Design lms_stim_gen, sky130hd; sources not shown.
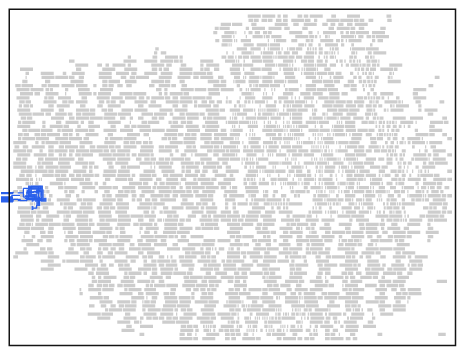
Figure 1: I/O nets highlighted.
Drawn at 1.5 px/um.
legend:
  blue:
    port: `coef_addr`
    direction: input
    end_cells: 14
    wire: 169 um
I/O Pins: 86
number of I/O port buffers: 85

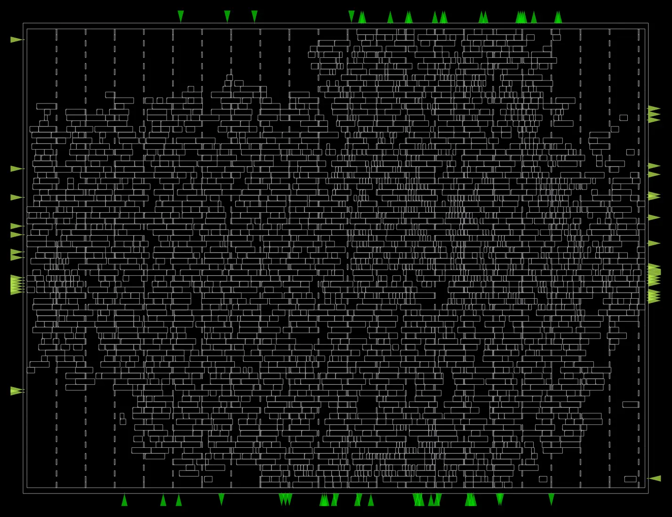
Figure 2: cell placement.
sequential cell count: 548
tap cells: 861
number of cells in the finished layout apart from fillers: 3506

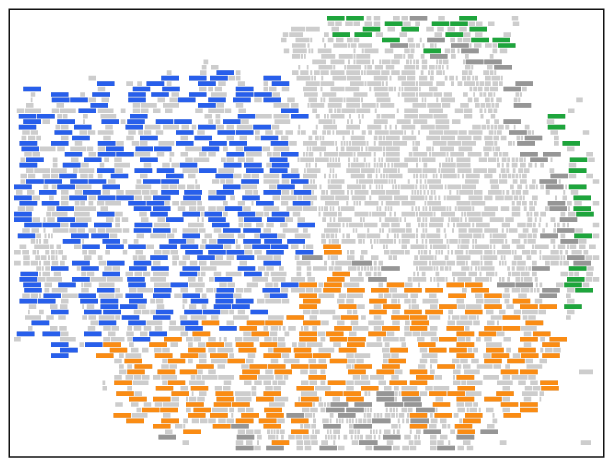
Figure 3: sequential cells grouped by signal name.
Drawn at 2 px/um. Other sequential cells in the stronger grey, the rest of the logic in the fainter grey.
legend:
  orange:
    signal: `xd_q`
    sequential_cells: 192
  blue:
    signal: `c_q`
    sequential_cells: 256
  green:
    signal: `d_out`
    sequential_cells: 32
area taken by flip-flops and latches: 13700 um^2
final cell utilization of the core: 56.3%
sequential cell area share: 38.3%

==> run notes <==
The synthesis and place-and-route flow finished, so here is a summary.

The flow ran to the end, and the final reports show no timing, DRC or antenna violations. The mapped netlist covers 32300 um^2. The clock transition time at the flip-flop clock pins of the worst setup and hold paths is 70 ps. The top cell types in the final layout, fill and taps aside, are sky130_fd_sc_hd__dfrtp_1 (536), sky130_fd_sc_hd__mux2_2 (489), sky130_fd_sc_hd__fa_1 (223).

The most common cell in the synthesized netlist is sky130_fd_sc_hd__dfrtp_1. The cts-stage hold buffer count came out at 0. The post-synthesis share of cell area spent on full adders, half adders and majority gates came out at 17.2%. In the routed layout, each cell is associated on average with a via count of 5.55. The detailed placement HPWL came out at 48.1 mm. The type recorded for the worst min-delay path is reg -> reg.

Looking at the setup timing report, the critical path kind is reg -> reg. The number of buffers created by CTS came out at 141. STA classifies the critical path endpoint as a flop. The routed via count came out at 19500. Walking the worst path, the cells encountered are buf_12, mux4_2, mux4_2, inv_1, nor2_1, fa_1, inv_1, fa_1, inv_1, fa_1, fa_1, fa_1, ha_1, ha_1, a21oi_1, o21ai_0, a21o_1, a31o_2, o31ai_2, a31o_2, o21ai_1, xor2_1, a31o_1. In this run the register-to-register setup slack is 360 ps. The actual transition at the worst max-transition pin is 1260 ps. Among logic cells in the layout, the one with the most instances is sky130_fd_sc_hd__dfrtp_1. The flip-flop count of the largest register after layout came out at 256. The number of max-capacitance violations reported is 0. The global-route wire length before repair came out at 117 mm. The number of cells in Yosys stat is 2393. The die is 223 um tall.

Ranked by total cell area, the synthesized netlist is headed by sky130_fd_sc_hd__dfrtp_1 (42%), sky130_fd_sc_hd__mux2_2 (17%), sky130_fd_sc_hd__fa_1 (14%), sky130_fd_sc_hd__mux4_2 (9.2%), sky130_fd_sc_hd__ha_1 (3.4%). After floorplanning, the die was sized to cover 66100 um^2. The average wire per standard cell is 20.2 um. The area of the core region is 63800 um^2. Setup repair after global routing left no endpoint under its margin.

The number of antenna violations at the first check in global routing came to 6. For reference, the placement row count at floorplan is 80. The aggregate negative setup slack came out at 0 ps.

TritonCTS built the clock tree. The largest non-sequential cell family by area is multiplexers. For reference, XOR and XNOR gates occupy 0.949% of the area reported after synthesis. The simple-gate share of the synthesized area is 4.79%. After the last flow step, the layout net total stands at 2883. The largest single stage delay on the critical path is 650 ps.

In the final report, the number of hold violations comes to 0. Per the final layout report, the fraction of cells sized above drive strength 1 comes to 35.0%. On the final layout, the worst clock skew is 57.8 ps. After detailed routing, no signal wire sits above met5. The average instance area after synthesis is 13.5 um^2.

In the synthesized netlist the async set-or-reset flop fraction comes to 100%. The cell total after placement came out at 3252. The wire length the detailed router placed on met1 came out at 33.1 mm.
per-stage QoR:
| step | instance area, um^2 | setup WS (ps) | hold slack (ps) |
|---|---|---|---|
| global placement | 34100 | 333 | 482 |
| detailed placement | 34100 | 298 | 490 |
| CTS | 35900 | 274 | 477 |
| floorplan | 32300 | 807 | 469 |
| global route | 35900 | 77.3 | 513 |
| finish | 35900 | 359 | 497 |
layout make-up:
| class | count | share of cell area [%] |
|---|---|---|
| multi-input combinational | 1481 | 47.7 |
| sequential | 548 | 38.3 |
| clock buffer | 193 | 4.04 |
| timing repair buffer | 133 | 3.75 |
| tap | 861 | 3.00 |
| inverter | 230 | 2.42 |
| clock inverter | 53 | 0.802 |
| antenna | 7 | 0.0488 |
kinds of logic (layout without fill, tap and decap cells):
group	Yosys count	after routing
AND-OR/OR-AND	149	149
XOR/XNOR	35	35
adder cells (fa/ha/maj)	311	311
buffers and inverters	364	609
flip-flops	548	548
multiplexers	641	641
other	0	7
AND/OR/NAND/NOR	345	345
metal layers:
layer	up-vias	GRT usage [%]
li1	8608	-
met1	10200	33.8
met2	561	33.0
met3	117	5.80
met4	6	7.87
met5	-	0
critical path: cells and delay by family, from the launching register on:
kind | cells | cell delay, ps
mux | 2 | 1210
buf+inv | 4 | 620
compound gates | 8 | 1620
flops | 1 | 540
fa+ha+maj | 7 | 3130
simple gates | 1 | 100
xor+xnor | 1 | 150
timing repair:
action | CTS | global route
setup endpoints to repair | 0 | 2
resized | 0 | 3
buffers inserted | 0 | 1
